File: config.mk
export PLATFORM = sky130hd
export DESIGN_NAME = controle_repor_rolhas
export DESIGN_NICKNAME = d
export VERILOG_FILES = /design/src/rtl/rolhas_pkg.sv /design/src/rtl/bcd_estoque_0_99.sv /design/src/rtl/controle_repor_rolhas.sv
export SDC_FILE = /design/constraint.sdc
export NUM_CORES = 1
export LEC_CHECK = 0
export ABC_CLOCK_PERIOD_IN_PS = 3400
export CAP_MARGIN = 10
export CORE_MARGIN = 3
export CORE_UTILIZATION = 55
export DETAILED_ROUTE_END_ITERATION = 12
export GPL_ROUTABILITY_DRIVEN = 0
export PLACE_DENSITY = 0.86
export SYNTH_ARGS = -nofsm -noshare
export SYNTH_HDL_FRONTEND = slang
export SYNTH_SLANG_ARGS = --single-unit
File: constraint.sdc
create_clock -name clock -period 3.4 [get_ports clock]
set_clock_uncertainty 0.2 [all_clocks]
set_input_delay 0.51 -clock clock [delete_from_list [all_inputs] [get_ports clock]]
set_output_delay 0.51 -clock clock [all_outputs]
set_load 0.05 [all_outputs]
File: src/rtl/rolhas_pkg.sv
// rolhas_pkg
// Shared types and helpers for the cork-stock supply controller.
//   estado_t       : refill FSM states (NORMAL, PEDINDO, REPONDO)
//   bcd_digito_t   : one BCD digit (0-9)
//   dec_para_bcd   : decimal 0-99 -> packed {dez,unid} BCD pair (constant use)
//   bcd_inc_sat    : +1 on a {dez,unid} pair, saturating at 99
//   bcd_dec_sat    : -1 on a {dez,unid} pair, saturating at 00
package rolhas_pkg;

  typedef enum logic [1:0] {
    NORMAL  = 2'd0,
    PEDINDO = 2'd1,
    REPONDO = 2'd2
  } estado_t;

  typedef logic [3:0] bcd_digito_t;

  localparam logic [7:0] BCD_MAX = 8'h99;
  localparam logic [7:0] BCD_MIN = 8'h00;

  function automatic logic [7:0] dec_para_bcd(input int valor);
    bcd_digito_t d;
    bcd_digito_t u;
    d = 4'(valor / 10);
    u = 4'(valor % 10);
    return {d, u};
  endfunction

  function automatic logic [7:0] bcd_inc_sat(input logic [7:0] par);
    logic [7:0] r;
    if (par == BCD_MAX)
      r = par;
    else if (par[3:0] == 4'd9)
      r = {par[7:4] + 4'd1, 4'd0};
    else
      r = {par[7:4], par[3:0] + 4'd1};
    return r;
  endfunction

  function automatic logic [7:0] bcd_dec_sat(input logic [7:0] par);
    logic [7:0] r;
    if (par == BCD_MIN)
      r = par;
    else if (par[3:0] == 4'd0)
      r = {par[7:4] - 4'd1, 4'd9};
    else
      r = {par[7:4], par[3:0] - 4'd1};
    return r;
  endfunction

endpackage

File: src/rtl/bcd_estoque_0_99.sv
// bcd_estoque_0_99
// Up/down saturating two-digit BCD register (00-99).
//   clock     : system clock, rising edge
//   reset     : asynchronous, active-high; loads VALOR_INI
//   inc, dec  : +1 / -1 request for this edge
//   dez, unid : registered tens / units digits
// When inc and dec arrive together the decrement is applied first (saturating)
// and then the increment, so the pair cancels except at 00, where the result
// is 01: a consume at empty stock is absorbed by the saturation and the
// delivered unit still lands.
module bcd_estoque_0_99
  import rolhas_pkg::*;
#(
  parameter logic [7:0] VALOR_INI = 8'h00
) (
  input  logic        clock,
  input  logic        reset,
  input  logic        inc,
  input  logic        dec,
  output bcd_digito_t dez,
  output bcd_digito_t unid
);

  logic [7:0] estoque_reg;
  logic [7:0] estoque_next;

  always_comb begin
    estoque_next = estoque_reg;
    case ({inc, dec})
      2'b10:   estoque_next = bcd_inc_sat(estoque_reg);
      2'b01:   estoque_next = bcd_dec_sat(estoque_reg);
      2'b11:   estoque_next = bcd_inc_sat(bcd_dec_sat(estoque_reg));
      default: estoque_next = estoque_reg;
    endcase
  end

  always_ff @(posedge clock or posedge reset) begin
    if (reset)
      estoque_reg <= VALOR_INI;
    else
      estoque_reg <= estoque_next;
  end

  assign dez  = estoque_reg[7:4];
  assign unid = estoque_reg[3:0];

endmodule

File: src/rtl/controle_repor_rolhas.sv
// controle_repor_rolhas
// Cork-stock supply controller for the capping station.
//   clock      : system clock, rising edge
//   reset      : asynchronous, active-high
//   usa_rolha  : capper level; each rising edge consumes one cork
//   ack_repor  : feeder acknowledge, only looked at while req_repor=1
//   req_repor  : refill request to the feeder
//   unid, dez  : stock as BCD digits (drive the 7-segment decoders)
//   sem_rolha  : stock is 00
//   repondo    : a batch is being added, one unit per clock
//   erro_vazio : one-cycle pulse after a consume arrived at stock 00
// All outputs come from registers; no input reaches an output combinationally.
module controle_repor_rolhas
  import rolhas_pkg::*;
#(
  parameter int ESTOQUE_INI = 20,
  parameter int LIMIAR      = 5,
  parameter int LOTE        = 15
) (
  input  logic        clock,
  input  logic        reset,
  input  logic        usa_rolha,
  input  logic        ack_repor,
  output logic        req_repor,
  output logic [3:0]  unid,
  output logic [3:0]  dez,
  output logic        sem_rolha,
  output logic        repondo,
  output logic        erro_vazio
);

  localparam logic [7:0] ESTOQUE_INI_BCD = dec_para_bcd(ESTOQUE_INI);
  localparam logic [7:0] LIMIAR_BCD      = dec_para_bcd(LIMIAR);
  localparam logic [6:0] LOTE_CNT        = 7'(LOTE);

  estado_t     estado_reg;
  estado_t     estado_next;
  logic        usa_q_reg;
  logic [6:0]  lote_reg;
  logic [6:0]  lote_next;
  logic        erro_reg;
  logic        erro_next;
  logic        consumo;
  logic        inc;
  bcd_digito_t dez_w;
  bcd_digito_t unid_w;
  logic [7:0]  estoque;

  // Rising-edge detect on the capper level: a held level counts once.
  assign consumo = usa_rolha & ~usa_q_reg;

  assign estoque = {dez_w, unid_w};

  bcd_estoque_0_99 #(
    .VALOR_INI (ESTOQUE_INI_BCD)
  ) u_estoque (
    .clock (clock),
    .reset (reset),
    .inc   (inc),
    .dec   (consumo),
    .dez   (dez_w),
    .unid  (unid_w)
  );

  always_comb begin
    estado_next = estado_reg;
    lote_next   = lote_reg;
    inc         = 1'b0;
    case (estado_reg)
      NORMAL: begin
        // Packed BCD keeps numeric order, so a plain compare works.
        if (estoque <= LIMIAR_BCD)
          estado_next = PEDINDO;
      end
      PEDINDO: begin
        if (ack_repor) begin
          estado_next = REPONDO;
          lote_next   = LOTE_CNT;
        end
      end
      REPONDO: begin
        inc       = 1'b1;
        lote_next = lote_reg - 7'd1;
        if (lote_reg <= 7'd1) begin
          estado_next = NORMAL;
          lote_next   = 7'd0;
        end
      end
      default: begin
        estado_next = NORMAL;
        lote_next   = 7'd0;
      end
    endcase
    // Only a consume that is not paired with a batch increment can underflow.
    erro_next = consumo & ~inc & (estoque == BCD_MIN);
  end

  always_ff @(posedge clock or posedge reset) begin
    if (reset) begin
      estado_reg <= NORMAL;
      lote_reg   <= 7'd0;
      usa_q_reg  <= 1'b0;
      erro_reg   <= 1'b0;
    end else begin
      estado_reg <= estado_next;
      lote_reg   <= lote_next;
      usa_q_reg  <= usa_rolha;
      erro_reg   <= erro_next;
    end
  end

  assign req_repor  = (estado_reg == PEDINDO);
  assign repondo    = (estado_reg == REPONDO);
  assign erro_vazio = erro_reg;
  assign sem_rolha  = (estoque == BCD_MIN);
  assign dez        = dez_w;
  assign unid       = unid_w;

endmodule

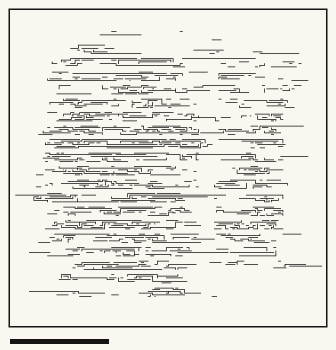
run_1/met1.png
Bar = 20 um.
nets with wire on the layer: 233
share of all routed wire: 44%
main direction: horizontal
wire length on this layer: 2,010 um
longest straight run: 19.3 um

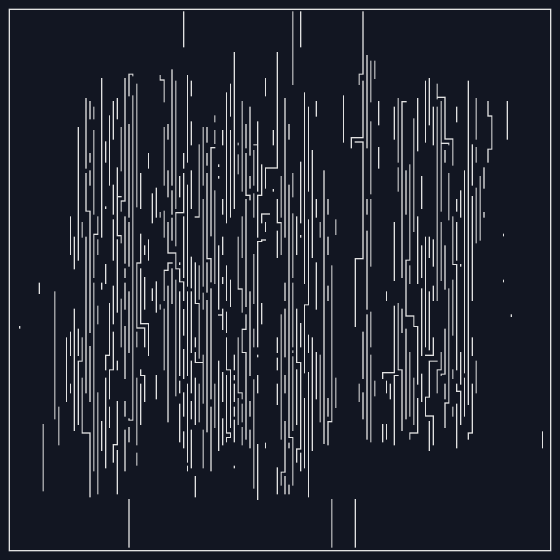
run_1/met2.png
wire length on this layer: 2,320 um
nets with wire on the layer: 219

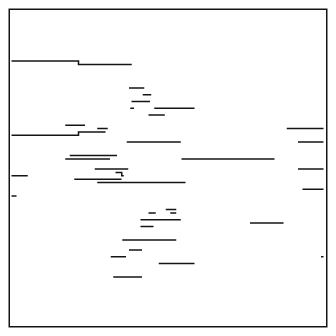
run_1/met3.png
nets with wire on the layer: 29
wire length on this layer: 223 um
main direction: horizontal
share of all routed wire: 4.9%

==> Table 3: Implementation characteristics, run 1 <==
Characteristics after synthesis and place and route

Parameter                              Value

Synth
  Post-Synthesis Cells .................. approximately 220
  Cells taking the most area after synthesis .................. sky130_fd_sc_hd__dfrtp_1 25%, sky130_fd_sc_hd__ha_1 12%, sky130_fd_sc_hd__o21ai_0 4.7%
  EDFF count, synth .................. 0
  Area fraction in full adders, half adders and majority gates .................. approximately an eighth
  Synth Area in XOR/XNOR .................. between 1 and 1.5%
  Proportion of synthesized area in mux cells .................. under 10%
  Main flop type after synthesis .................. sky130_fd_sc_hd__dfrtp_1
  # Cells Yosys .................. 221
  Synth Area in Compound Gates .................. about 22%
  Net count after synthesis .................. 243

Global routing
  Total Routing Usage GR .................. roughly 22%
  Number of global-route vias before repair .................. ~1.6k
  Number of antenna violations at the first check in global routing .................. 0
  Overflow after GRT .................. 0
  Pin count of the biggest net entering global routing .................. 20
  Global-route wire length before repair .................. 7.369 mm

Clock tree
  Number of hold buffers added after CTS .................. 0
  Inserted Clock Buffers .................. 3
  Clock root buffer .................. sky130_fd_sc_hd__clkbuf_4
  Source-to-sink clock delay at the later pin of the worst-skew pair .................. 0.31 ns

Die
  Overall chip area .................. 4054 um2
  Number of placed I/O pins .................. 16
  Core utilization at floorplan .................. 58.95%

Timing
  Final Hold Vio Count .................. 0
  Min Tclk post-route .................. 3.229 ns

Power and ir drop
  Switching power share of the total .................. 53.67%
  Worst supply voltage drop on vdd .................. 403.5 uV
  Leak .................. about 0.93 nW
  Clock network fraction of design power .................. about 7%
  Group drawing the most power .................. combinational cells

Detailed routing
  Via count .................. 1,757
  Drt pass-1 iters .................. 4
  Wirelength, routed .................. 4.581 mm

Setup path
  FF-to-FF Start .................. u_estoque.estoque_reg[1]$_DFFE_PP0P_
  R2R depth .................. 11
  Chain of cells forming the critical path .................. inv_1 -> ha_1 -> or3b_4 -> nor3_1 -> or2_2 -> inv_1 -> ha_1 -> o2111a_1 -> and3_1 -> and4_1 -> o31ai_1
  Worst R2R Setup Slack .................. between 0.15 and 0.2 ns
  CP startpoint kind .................. register

Final layout
  Flip-flop count of the largest register, all copies and words added .................. 8
  Flip-flop and latch share of the layout cell area .................. 22.98%
  Register Area .................. 480.5 um2
  Clock distribution area overhead in the final layout .................. about 1.3%
  Dominant kind of cell by area .................. logic gates
  Clkbuf count .................. 4
  Seq_cells .................. 19

Outcome
  Result of the run .................. completed

Placement
  I/O Buffers .................. 15

Worst hold path
  Depth of the worst hold-timing path .................. 1
  Worst hold path type .................. reg2reg

Flow run
  Stage-log warning count .................. 38
run 1: Yosys cell counts (3+ instances only):
cell / count
sky130_fd_sc_hd__a21oi_1: 9
sky130_fd_sc_hd__nor4_1: 3
sky130_fd_sc_hd__inv_1: 19
sky130_fd_sc_hd__o31ai_1: 4
sky130_fd_sc_hd__nand2_1: 11
sky130_fd_sc_hd__nand2b_1: 7
sky130_fd_sc_hd__xnor2_1: 3
sky130_fd_sc_hd__a31oi_1: 7
sky130_fd_sc_hd__and3_1: 6
sky130_fd_sc_hd__nor3_1: 7
sky130_fd_sc_hd__clkbuf_1: 7
sky130_fd_sc_hd__dfrtp_1: 18
sky130_fd_sc_hd__nor2_1: 12
sky130_fd_sc_hd__ha_1: 18
sky130_fd_sc_hd__nor2b_1: 5
sky130_fd_sc_hd__o22ai_1: 3
sky130_fd_sc_hd__nand4_1: 6
sky130_fd_sc_hd__o21ai_0: 17
sky130_fd_sc_hd__nand3_1: 7
sky130_fd_sc_hd__or2_2: 5
sky130_fd_sc_hd__mux2i_1: 3
run 1: critical path, delay by kind of cell (launching register included):
| family | cells | cell delay (ns) |
|---|---|---|
| flops | 1 | 0.49 |
| buf+inv | 2 | 0.19 |
| fa+ha+maj | 2 | 0.47 |
| simple gates | 5 | 1.37 |
| compound gates | 2 | 0.42 |
run 1: layer usage:
layer  track usage (%)  part of all wire [%]
met2             38.59                    51
met5                 0                     0
met1             29.88                    44
met3             2.852                   4.9
met4             4.043                  0.68
run 1: stage by stage:
step / instance area [um2] / power [W] / utilization, %
floorplan: 1834 / 0.001346 / -
global placement: 2007 / 0.001598 / 64.68
detailed placement: 2007 / 0.001634 / 64.68
CTS: 2033 / 0.001760 / 65.52
global route: 2091 / 0.001963 / 67.38
finish: 2091 / 0.001805 / 67.38
==> run 2, diff against run 1 <==
- ABC_AREA: unset -> 1
- CAP_MARGIN: 10 -> 40
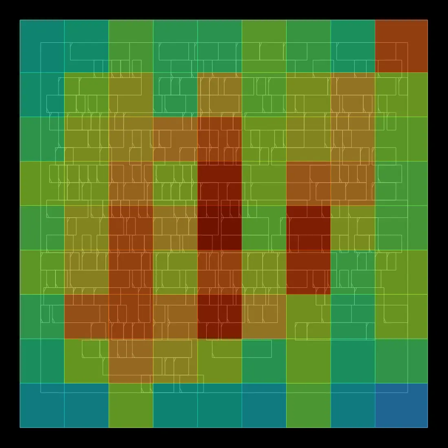
run_2/final_congestion.png
Routed wire per std cell: 13.24 um
met3 Usage GRT: 2.496%

==> Table 3: Implementation characteristics, run 2 <==
Characteristics after synthesis and place and route

Parameter                              Value

Outcome
  Result of the run .................. completed

Synth
  Most numerous cell in the Yosys netlist .................. sky130_fd_sc_hd__nand2_1
  Fraction of the mapped netlist area in simple logic gates .................. 34.30%
  Net count after synthesis .................. 268 (+10%)
  Post-Synthesis Cells .................. 246 (+11%)
  Cells taking the most area after synthesis .................. sky130_fd_sc_hd__dfrtp_1 25%, sky130_fd_sc_hd__ha_1 12%, sky130_fd_sc_hd__nand2_1 9.5%
  # Cells Yosys .................. 246 (+11%)
  Ranking of synthesized cells by instance count .................. 46 x sky130_fd_sc_hd__nand2_1, 35 x sky130_fd_sc_hd__inv_1, 28 x sky130_fd_sc_hd__nor2_1
  Proportion of synthesized area in mux cells .................. 0% (-2.9 points)
  Synth Area in XOR/XNOR .................. 4.841% (+3.4 points)
  Synth Area in Compound Gates .................. 13.14% (-9.2 points)
  Distinct cell type count of the synthesized netlist .................. 33
  EDFF count, synth .................. 0 (unchanged)
  Area fraction in full adders, half adders and majority gates .................. 12.45% (+0.14 points)
  Main flop type after synthesis .................. sky130_fd_sc_hd__dfrtp_1

Die
  Y dimension of the die .................. around 63 um
  Overall chip area .................. 4014 um2 (-0.99%)
  Number of placed I/O pins .................. 16 (unchanged)
  Site row count .................. 20
  Core utilization at floorplan .................. 58.31% (-0.65 points)

Setup path
  CP Launch Point .................. u_estoque.estoque_reg[0]$_DFFE_PP0P_
  FF-to-FF Start .................. u_estoque.estoque_reg[0]$_DFFE_PP0P_
  Critical path type .................. reg2out
  Chain of cells forming the critical path .................. inv_1 -> ha_1 -> nand2_4 -> nor2_8 -> nand2_8 -> inv_1 -> clkdlybuf4s50_1
  CP startpoint kind .................. register

Detailed routing
  Via count .................. 1,669 (-5.0%)
  Drt pass-1 iters .................. 4 (unchanged)
  Count of unresolved DRC violations after routing .................. 0
  DRC violation total after the first TritonRoute iteration .................. 99
  Wirelength, routed .................. 4.078 mm (-11%)
  Remaining number of nets flagged by the antenna check after routing .................. 0

Flow run
  Maxcap violations .................. 0
  Stage-log warning count .................. 38 (unchanged)

Final layout
  Design area .................. 2031 um2 (-2.9%)
  Flip-flop count of the largest register, all copies and words added .................. 8 (unchanged)
  Final core area utilization .................. 65.44% (-1.9 points)
  Final layout net count .................. 287

Placement
  Placed Instance Area .................. 2003 um2 (-0.19%)
  Sum of net half-perimeters after detailed placement .................. 3.205 mm
  I/O Buffers .................. 15 (unchanged)

Clock tree
  Number of hold buffers added after CTS .................. 0 (unchanged)
  Source-to-sink clock delay at the later pin of the worst-skew pair .................. 0.31 ns (about the same)
  Clock root buffer .................. sky130_fd_sc_hd__clkbuf_4
  CTS tree .................. built
  Inserted Clock Buffers .................. 3 (unchanged)
  Clock buffer depth .................. 2

Timing
  Unrepaired setup endpoints after global routing .................. false
  Peak Freq .................. 0.3073 GHz
  Portion of the clock cycle consumed by the worst path in the final layout .................. 95.70%
  Final Hold Vio Count .................. 0 (unchanged)
  Finish-stage setup viols .................. 0
  Min Tclk post-route .................. 3.254 ns (+0.02471 ns)

Global routing
  Global-route wire length before repair .................. 7.265 mm (-1.4%)
  Total Routing Usage GR .................. 22.09% (-0.24 points)
  Number of antenna violations at the first check in global routing .................. 0 (unchanged)
  GR peak layer .................. met2
  Number of global-route vias before repair .................. 1,616 (+1.3%)
  Pin count of the biggest net entering global routing .................. 20 (unchanged)
  Met1 track utilization from global routing .................. 28.78% (-1.1 points)
  Met2 track demand over resource in global routing .................. 38.20% (-0.39 points)
  Overflow after GRT .................. 0 (unchanged)

Power and ir drop
  Power after layout .................. 0.002092 W (+16%)
  Switching power share of the total .................. 58.12% (+4.4 points)
  Clock network fraction of design power .................. 5.9% (-1.1 points)
  Worst supply voltage drop on vdd .................. 614.3 uV (+52%)
  Power share of the combinational group .................. 72.5%
  Power in combinational cells .................. 0.00152 W
  Group drawing the most power .................. combinational cells
  Leak .................. 1.017 nW (+9.4%)

Worst hold path
  Worst hold path type .................. reg2reg
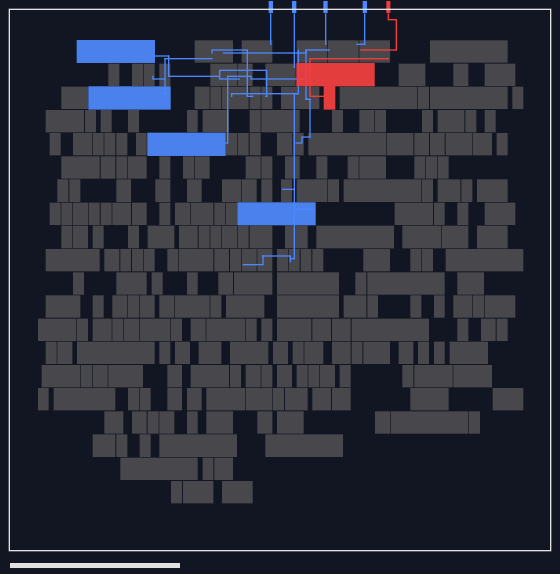
run_2/port_nets.png
Bar = 20 um.
[`dez`] blue | bits: 4 | direction: output | end cells: 4 | buffers: 4 | wire: 151 um
[`usa_rolha`] red | bits: 1 | direction: input | end cells: 2 | buffers: 1 | wire: 24.9 um

-- run 2: cell types whose count changed in the layout (fill, tap and decap cells not counted), moves of 6 or more --
cell and delta:
sky130_fd_sc_hd__inv_1 +16, sky130_fd_sc_hd__nor2_1 +16, sky130_fd_sc_hd__buf_4 -11, sky130_fd_sc_hd__o21ai_0 -11
sky130_fd_sc_hd__xor2_1 +8, sky130_fd_sc_hd__nand3_1 +14, sky130_fd_sc_hd__nand2b_1 -7, sky130_fd_sc_hd__and3_1 -6
sky130_fd_sc_hd__nand2_1 +36, sky130_fd_sc_hd__nor3_1 -6, sky130_fd_sc_hd__a31oi_1 -7
-- run 2: final cells by class --
class / instances / area [um2]
Clock buffer: 3 / 22.52
Clock inverter: 1 / 5.005
Fill cell: 290 / 1072
Inverter: 40 / 150.1
Multi-Input combinational cell: 186 / 1171
Sequential cell: 19 / 476.7
Tap cell: 44 / 55.05
Timing Repair Buffer: 15 / 150.1
-- run 2: routing by layer --
metal | share of wire, % | wire [um]
met5 | 0 | 0
met4 | 0.78 | 32
met3 | 3.8 | 156
met2 | 50 | 2026
met1 | 46 | 1862
-- run 2: worst paths after layout --
path                            slack (ns)                              endpoint  cells after the start
worst max-delay path                  0.15                             sem_rolha                      7
min in group asynchronous             0.43               lote_reg[5]$_DFFE_PP0P_                      2
worst min register to register        0.33             estado_reg[1]$_DFFE_PP0P_                      2
worst max register to register        0.53  u_estoque.estoque_reg[4]$_DFFE_PP0P_                     18
max in group asynchronous             2.09  u_estoque.estoque_reg[2]$_DFFE_PP0P_                      2
worst min-delay path                  0.33             estado_reg[1]$_DFFE_PP0P_                      2
-- run 2: worst max-delay path: cells and delay by family (launching register included) --
family                     cells  cell delay, ns
adders and majority gates      1            0.31
DFF                            1            0.49
and+or+nand+nor                3            0.35
buffers and inverters          3            1.07
Power and IR drop assume default switching activity.
